`config.mk`:
```
export PLATFORM = sky130hd
export DESIGN_NAME = ara_inval_sched
export DESIGN_NICKNAME = d
export VERILOG_FILES = /design/src/rtl/ara_pkg.sv /design/src/rtl/ara_inval_sched.sv
export SDC_FILE = /design/constraint.sdc
export NUM_CORES = 1
export LEC_CHECK = 0
export ABC_CLOCK_PERIOD_IN_PS = 9550
export CAP_MARGIN = 20
export CORE_MARGIN = 4
export CORE_UTILIZATION = 40
export CTS_BUF_LIST = sky130_fd_sc_hd__clkbuf_16
export CTS_CLUSTER_DIAMETER = 150
export DETAILED_ROUTE_END_ITERATION = 16
export PLACE_DENSITY = 0.72
export RECOVER_POWER = 25
export SYNTH_ARGS = -nofsm -noshare
export SYNTH_HDL_FRONTEND = slang
export SYNTH_SLANG_ARGS = --single-unit
```
`constraint.sdc`:
```
create_clock -name clk_i -period 9.55 [get_ports clk_i]
set_clock_uncertainty 0.05 [all_clocks]
set_input_delay 1.4325 -clock clk_i [delete_from_list [all_inputs] [get_ports clk_i]]
set_output_delay 1.4325 -clock clk_i [all_outputs]
set_load 0.05 [all_outputs]
```
`src/rtl/ara_pkg.sv`:
```
// Shared types and constants for the ARA invalidation scheduler.
// Holds the scheduler FSM state type and the statistics counter width.
package ara_pkg;

  // Width of the optional push/coalesce statistics counters.
  localparam int unsigned StatWidth = 32;

  // Scheduler control states.
  typedef enum logic [1:0] {
    STATE_IDLE   = 2'd0,
    STATE_ACTIVE = 2'd1,
    STATE_FLUSH  = 2'd2
  } inval_sched_state_e;

endpackage : ara_pkg

```
`src/rtl/ara_inval_sched.sv`:
```
// ARA invalidation scheduler: a small coalescing FIFO between the AXI write
// filter and the CVA6 L1 D-cache invalidation port. Incoming addresses are
// line-aligned; an address already waiting in the queue is dropped instead of
// queued twice. A flush request blocks new input and reports completion with
// a one-cycle flush_done_o pulse once the queue has drained.
//
// Optional statistics counters are built when ARA_INVAL_SCHED_STATS_EN is
// defined; otherwise stat_pushed_o and stat_coalesced_o are tied to zero.
module ara_inval_sched
  import ara_pkg::*;
#(
  parameter int unsigned AddrWidth   = 64,
  parameter int unsigned L1LineWidth = 16,
  parameter int unsigned Depth       = 4
) (
  input  logic                       clk_i,
  input  logic                       rst_ni,
  input  logic                       en_i,
  // upstream invalidation from the AXI write filter
  input  logic [AddrWidth-1:0]       inval_addr_i,
  input  logic                       inval_valid_i,
  output logic                       inval_ready_o,
  // downstream invalidation to the L1
  output logic [AddrWidth-1:0]       inval_addr_o,
  output logic                       inval_valid_o,
  input  logic                       inval_ready_i,
  // drain control
  input  logic                       flush_i,
  output logic                       flush_done_o,
  // status
  output logic                       busy_o,
  output logic [$clog2(Depth+1)-1:0] occupancy_o,
  output logic [StatWidth-1:0]       stat_pushed_o,
  output logic [StatWidth-1:0]       stat_coalesced_o
);

  localparam int unsigned OffsetBits = $clog2(L1LineWidth);
  localparam int unsigned PtrWidth   = $clog2(Depth);
  localparam int unsigned CntWidth   = $clog2(Depth+1);

  localparam logic [CntWidth-1:0]  DepthCnt = CntWidth'(Depth);
  localparam logic [AddrWidth-1:0] LineMask =
    ~((AddrWidth'(1) << OffsetBits) - AddrWidth'(1));

  logic [AddrWidth-1:0] mem_q [Depth];
  logic [Depth-1:0]     valid_q;
  logic [PtrWidth-1:0]  head_q, tail_q;
  logic [CntWidth-1:0]  count_q;
  inval_sched_state_e   state_q, state_d;

  logic [AddrWidth-1:0] addr_aligned;
  logic                 empty, full;
  logic                 hit, pop, push, handshake;

  assign addr_aligned = inval_addr_i & LineMask;
  assign empty        = (count_q == '0);
  assign full         = (count_q == DepthCnt);
  assign pop          = !empty && inval_ready_i;

  // Hit detection: the new line matches a waiting entry. The head entry is
  // excluded when it leaves this cycle, otherwise the line would be dropped
  // after the L1 has already consumed its older copy.
  always_comb begin
    // NOTE: every signal assigned in always_comb gets a default first so no latch is inferred.
    hit = 1'b0;
    for (int i = 0; i < Depth; i++) begin
      if (valid_q[i] && (mem_q[i] == addr_aligned) &&
          !(pop && (PtrWidth'(i) == head_q))) begin
        hit = 1'b1;
      end
    end
  end

  // A hit can always be accepted (it is absorbed), even when the queue is full.
  assign inval_ready_o = en_i && (state_q != STATE_FLUSH) && (!full || hit);
  assign handshake     = inval_valid_i && inval_ready_o;
  assign push          = handshake && !hit;

  // Entry storage: written at the tail on every push.
  // NOTE: the address array is deliberately not reset; valid_q and count_q
  // decide which slots mean anything, so stale data is never observable.
  always_ff @(posedge clk_i) begin
    if (push) begin
      mem_q[tail_q] <= addr_aligned;
    end
  end

  // Queue bookkeeping: per-entry valid bits, wrapping pointers and occupancy.
  // NOTE: sequential state uses non-blocking assignments so every flop samples
  // pre-edge values regardless of statement order.
  always_ff @(posedge clk_i or negedge rst_ni) begin
    if (!rst_ni) begin
      valid_q <= '0;
      head_q  <= '0;
      tail_q  <= '0;
      count_q <= '0;
    end else begin
      // Pop clears before push sets, so a same-slot reuse keeps the new entry.
      if (pop) begin
        valid_q[head_q] <= 1'b0;
        head_q          <= head_q + PtrWidth'(1);
      end
      if (push) begin
        valid_q[tail_q] <= 1'b1;
        tail_q          <= tail_q + PtrWidth'(1);
      end
      case ({push, pop})
        2'b10:   count_q <= count_q + CntWidth'(1);
        2'b01:   count_q <= count_q - CntWidth'(1);
        default: count_q <= count_q;
      endcase
    end
  end

  // Next-state logic for the IDLE / ACTIVE / FLUSH controller.
  always_comb begin
    state_d = state_q;
    case (state_q)
      STATE_IDLE: begin
        if (flush_i)   state_d = STATE_FLUSH;
        else if (push) state_d = STATE_ACTIVE;
      end
      STATE_ACTIVE: begin
        if (flush_i) begin
          state_d = STATE_FLUSH;
        end else if ((count_q == CntWidth'(1)) && pop && !push) begin
          state_d = STATE_IDLE;
        end
      end
      STATE_FLUSH: begin
        // Completing the drain takes priority over a flush request held high.
        if (empty) state_d = STATE_IDLE;
      end
      default: state_d = STATE_IDLE;
    endcase
  end

  // Controller state register.
  always_ff @(posedge clk_i or negedge rst_ni) begin
    if (!rst_ni) begin
      state_q <= STATE_IDLE;
    end else begin
      state_q <= state_d;
    end
  end

  // Outputs are decoded from registered state only; the head address is
  // forced to zero while the queue is empty so it never exposes stale data.
  assign inval_valid_o = !empty;
  assign inval_addr_o  = empty ? '0 : mem_q[head_q];
  assign busy_o        = !empty || (state_q == STATE_FLUSH);
  assign flush_done_o  = (state_q == STATE_FLUSH) && empty;
  assign occupancy_o   = count_q;

`ifdef ARA_INVAL_SCHED_STATS_EN
  logic                 coalesce;
  logic [StatWidth-1:0] pushed_q, coalesced_q;

  assign coalesce = handshake && hit;

  // Free-running statistics counters; they wrap naturally at 2^StatWidth.
  always_ff @(posedge clk_i or negedge rst_ni) begin
    if (!rst_ni) begin
      pushed_q    <= '0;
      coalesced_q <= '0;
    end else begin
      if (push)     pushed_q    <= pushed_q + StatWidth'(1);
      if (coalesce) coalesced_q <= coalesced_q + StatWidth'(1);
    end
  end

  assign stat_pushed_o    = pushed_q;
  assign stat_coalesced_o = coalesced_q;
`else
  assign stat_pushed_o    = '0;
  assign stat_coalesced_o = '0;
`endif

endmodule : ara_inval_sched

```
Figure 1. Clock wires, drivers and flops (run 1).
Bar = 50 um.
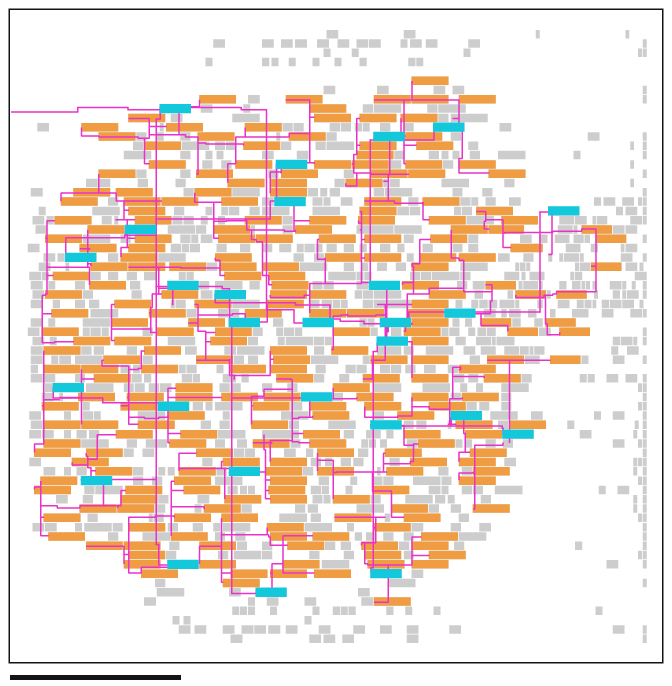
Key: clock drivers = cyan [count 27]; clock wires = magenta [length 3100 um]; flip-flops = orange [count 253]
There are 28 routed clock nets.

Figure 2. Placement by cell class (run 1).
Fill, decap, tap and diode cells in grey.
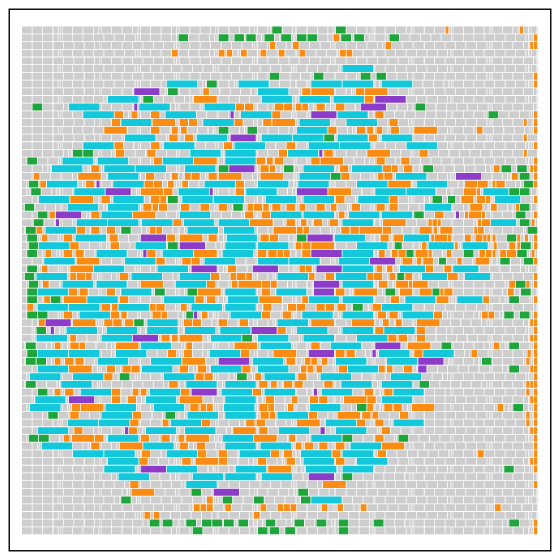
Key: remaining buffers and delay cells = green [cells 139, share of their area 9.2%]; clock drivers and dummy loads = purple [cells 47, share of their area 5.9%]; combinational and other logic = orange [cells 574, share of their area 34%]; sequential cells = cyan [cells 253, share of their area 51%]

==> reports/metrics.csv, run 1 <==
metric,value,unit
status,"finished, final reports clean",
tns,0,ns
syn_area,13300,sq um
ys_warn_count,0,
dp_hpwl,21.4,mm
largest_reg_flops,240,
drt_wl_total,31.0,mm
hold_viol,0,
top_cell_area_share,54.0,%
r2r_slack,5.04,ns
cp_common_cell,nand4_1,
min_path_cells,1,
drive_gt1_share,11.0,%
path_depth,8,
area_leaders,"edfxtp_1 (54%), xnor2_1 (16%), mux4_2 (10%)",
fmax,0.163,GHz
cp_max_fo,8,
holdBufCountCts,0,
critPathLaunchType,primary input,
whs_endpoint,state_q[1],
p_leak,4.89,nW
h-tree-depth,1,
row_count,66,
ant_nets,0,
slowest_delay,0.79,ns
most_common_cell,xnor2_1,
clock_latency,0.55,ns
diodes,2,
worstReg2RegEnd,mem_q[3][37],
drtPass1Iterations,4,
clkbuf_count,27,
period_used_share,64.1,%
p_sw,0.00174,W
crit_path_end,inval_ready_o,
cts_sinks,253,
fin_util,47.1,%
hp-class,register to register,
cts.reportedPaths.clkPinSlew,0.07,ns
ys_cells,910,
cp.required,8.07,ns
fin_nets,1078,
sequentialPowerShare,31.7,%
Figure 3. Routed metal, one colour a layer (run 1).
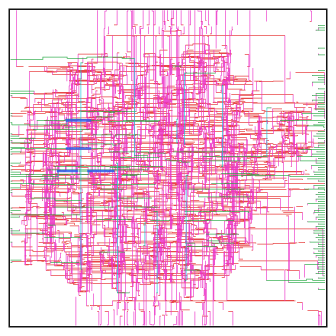
Key: metal 4 = cyan [wire length 532 um]; metal 5 = blue [wire length 53.4 um]; metal 2 = magenta [wire length 14900 um]; metal 1 = red [wire length 13300 um]; metal 3 = green [wire length 2260 um]

==> run 1: placed cells by master, fill, tap and decap left out <==
cell type        instances
inv_6                    1
nand2_1                  9
nand4_1                 66
o21a_1                   1
o211a_1                  1
dlygate4sd3_1           38
o21ai_0                  6
mux4_2                  60
a21bo_2                  1
dfrtp_4                  1
nor2b_1                 61
nor4_1                  16
bufinv_16                4
clkdlybuf4s50_1         94
clkinv_2                 1
edfxtp_1               240
o22ai_1                  1
ha_1                    13
xnor2_1                245
clkinv_1                 6
nor2b_4                  1
inv_16                   1
nor2_1                   3
diode_2                  2
buf_4                    7
clkbuf_16               27
inv_1                   18
conb_1                  68
dfrtp_2                  1
mux2i_1                  1
a31oi_1                  1
and2_2                   4
dfrtp_1                 11
nor2_2                   1
a21bo_1                  3
mux2_4                   1
==> run 1: power by group through the flow <==
stage               Sequential (W)  Clock [W]  Combinational [W]
detailed placement         0.00142          0            0.00199
global placement           0.00142          0            0.00199
CTS                        0.00140    0.00106            0.00200
finish                     0.00140    0.00104            0.00197
global route               0.00141    0.00111            0.00207
floorplan                  0.00139          0            0.00145
==> run 1: metrics by stage <==
| stage | cells | worst slack, ns | instance area [sq um] |
|---|---|---|---|
| finish | 1457 | 3.42 | 15400 |
| global route | 1455 | 3.27 | 15400 |
| CTS | 1455 | 3.38 | 15400 |
| detailed placement | 1408 | 3.39 | 14500 |
| global placement | 1408 | 3.46 | 14500 |
| floorplan | 977 | 5.31 | 13600 |
==> run 1: kinds of logic after synthesis <==
logic type | share of synthesized area [%]
xor gates and xnor gates | 16.1
AOI/OAI and AO/OA | 0.750
muxes | 10.3
other | 0.0281
DFF | 56.4
adders and majority gates | 1.22
buffers and inverters | 7.86
and+or+nand+nor | 7.32
## Run 2: what changed since run 1
Settings changed: ABC_CLOCK_PERIOD_IN_PS 9550 to 6000.
Clock period 9.55 ns to 6 ns, I/O delays scaled along.
Figure 4. Clock wires, drivers and flops (run 2).
Bar = 50 um.
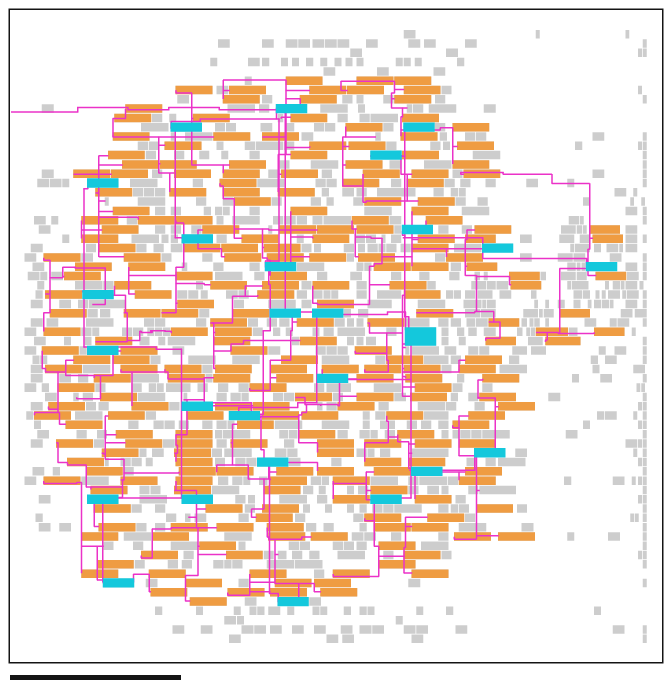
Key: clock drivers = cyan [count 27]; clock wires = magenta [length 3170 um]; flip-flops = orange [count 253]
There are 28 routed clock nets.

Figure 5. Pin map (run 2).
Pins as bars across the die edge, other pins in grey.
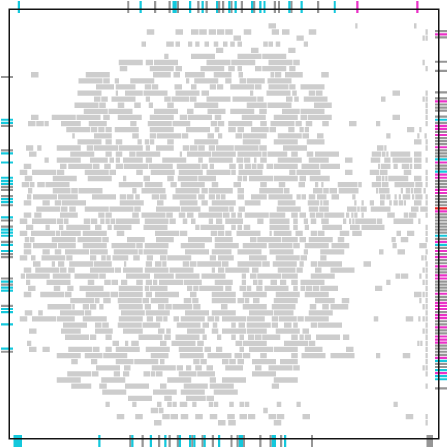
Key: inval_addr_i = cyan [pins 64, direction input, edge 22 left, 18 bottom, 15 top, 9 right]; stat_pushed_o = magenta [pins 32, direction output, edge 30 right, 2 top]; flush_i = red [pins 1, direction input, edge right]

==> reports/metrics.csv, run 2 <==
metric,value,unit,change
ys_cells,910,,unchanged
largest_reg_flops,240,,unchanged
p_leak,4.91,nW,was 4.89 nW
num_io_pins,205,,unchanged
fin_nets,1082,,was 1078
top_cell_area_share,54.0,%,unchanged
whs_endpoint,state_q[1],,unchanged
finalInstanceArea,15500,sq um,was 15400 sq um
wl_met1,13.5,mm,was 13.3 mm
clock_latency,0.56,ns,was 0.55 ns
finalSetupViolations,0,,unchanged
ant_nets,0,,unchanged
fmax,0.195,GHz,
drive_gt1_share,12.2,%,was 11.0%
hold_viol,0,,unchanged
use_met1,23.4,%,was 22.9%
h-tree-depth,1,,unchanged
crit_path_end,inval_ready_o,,unchanged
period_used_share,85.6,%,
lay_top_cells,"xnor2_1 (245), edfxtp_1 (240), clkdlybuf4s50_1 (96), conb_1 (68), nand4_1 (66)",,"was xnor2_1 (245), edfxtp_1 (240), clkdlybuf4s50_1 (94), conb_1 (68), nand4_1 (66)"
critPathLaunchType,primary input,,unchanged
ys_warn_count,0,,unchanged
final_common_cell,xnor2_1,,unchanged
use_met2,27.1,%,was 27.4%
cp_max_fo,8,,unchanged
holdBufCountCts,0,,unchanged
dp_hpwl,22.1,mm,was 21.4 mm
ys_seq_share,56.4,%,unchanged
hp-class,register to register,,unchanged
cts.reportedPaths.clkPinSlew,0.06,ns,was 0.07 ns
syn_area,13300,sq um,unchanged
min_path_cells,1,,unchanged
cts_sinks,253,,unchanged
drt_wl_total,31.2,mm,was 31.0 mm
placement.cell_area,14600,sq um,was 14500 sq um
drtPass1Iterations,5,,was 4
worstReg2RegEnd,mem_q[1][51],,was mem_q[3][37]
area_leaders,"edfxtp_1 (54%), xnor2_1 (16%), mux4_2 (10%)",,unchanged
ir_drop,0.000308,V,was 0.000185 V
r2r_slack,2.12,ns,was 5.04 ns
cp.required,5.05,ns,was 8.07 ns
tns,0,ns,unchanged
status,"finished, final reports clean",,unchanged
diodes,0,,was 2
## run 2: cells by family after synthesis
logic type,Yosys count,synth area share [%]
AOI/OAI and AO/OA,14,0.750
xor gates and xnor gates,245,16.1
adders and majority gates,13,1.22
buffers and inverters,161,7.86
DFF,253,56.4
muxes,62,10.3
other,1,0.0281
and+or+nand+nor,161,7.32
## run 2: critical path, stage by stage
cell and delay [ns]:
dlygate4sd3_1 0.68, xnor2_1 0.30, nand4_1 0.19, nor4_1 0.71
nand4_1 0.18, nand4_1 0.26, o211a_1 0.17, clkdlybuf4s50_1 0.79
## run 2: power by group
group | switching [W] | total, W | internal [W]
combinational | 0.00197 | 0.00315 | 0.00119
sequential | 0.000134 | 0.00222 | 0.00208
clock | 0.000701 | 0.00166 | 0.000956
## run 2: metrics by stage
| stage | hold WS, ns | cells | total power [W] | util (%) | setup slack, ns |
|---|---|---|---|---|---|
| after global routing | 0.525 | 1462 | 0.00733 | 47.5 | 0.788 |
| after detailed placement | 0.457 | 1410 | 0.00546 | 44.6 | 0.965 |
| after global placement | 0.432 | 1410 | 0.00544 | 44.6 | 0.983 |
| after CTS | 0.466 | 1460 | 0.00712 | 47.3 | 0.959 |
| after floorplan | 0.415 | 977 | 0.00452 | - | 2.13 |
| final | 0.466 | 1462 | 0.00703 | 47.5 | 0.863 |
## run 2: layout make-up
| type | instances | area [sq um] | area share [%] |
|---|---|---|---|
| clock buffers | 27 | 676 | 4.35 |
| flip-flops and latches | 253 | 7540 | 48.6 |
| well taps | 442 | 553 | 3.56 |
| repair buffers | 143 | 1480 | 9.53 |
| multi-input cells | 563 | 5030 | 32.4 |
| clock inverters | 23 | 208 | 1.34 |
| inverters | 11 | 41.3 | 0.266 |
Power figures rest on the tool's default switching activity, not on a simulated workload.
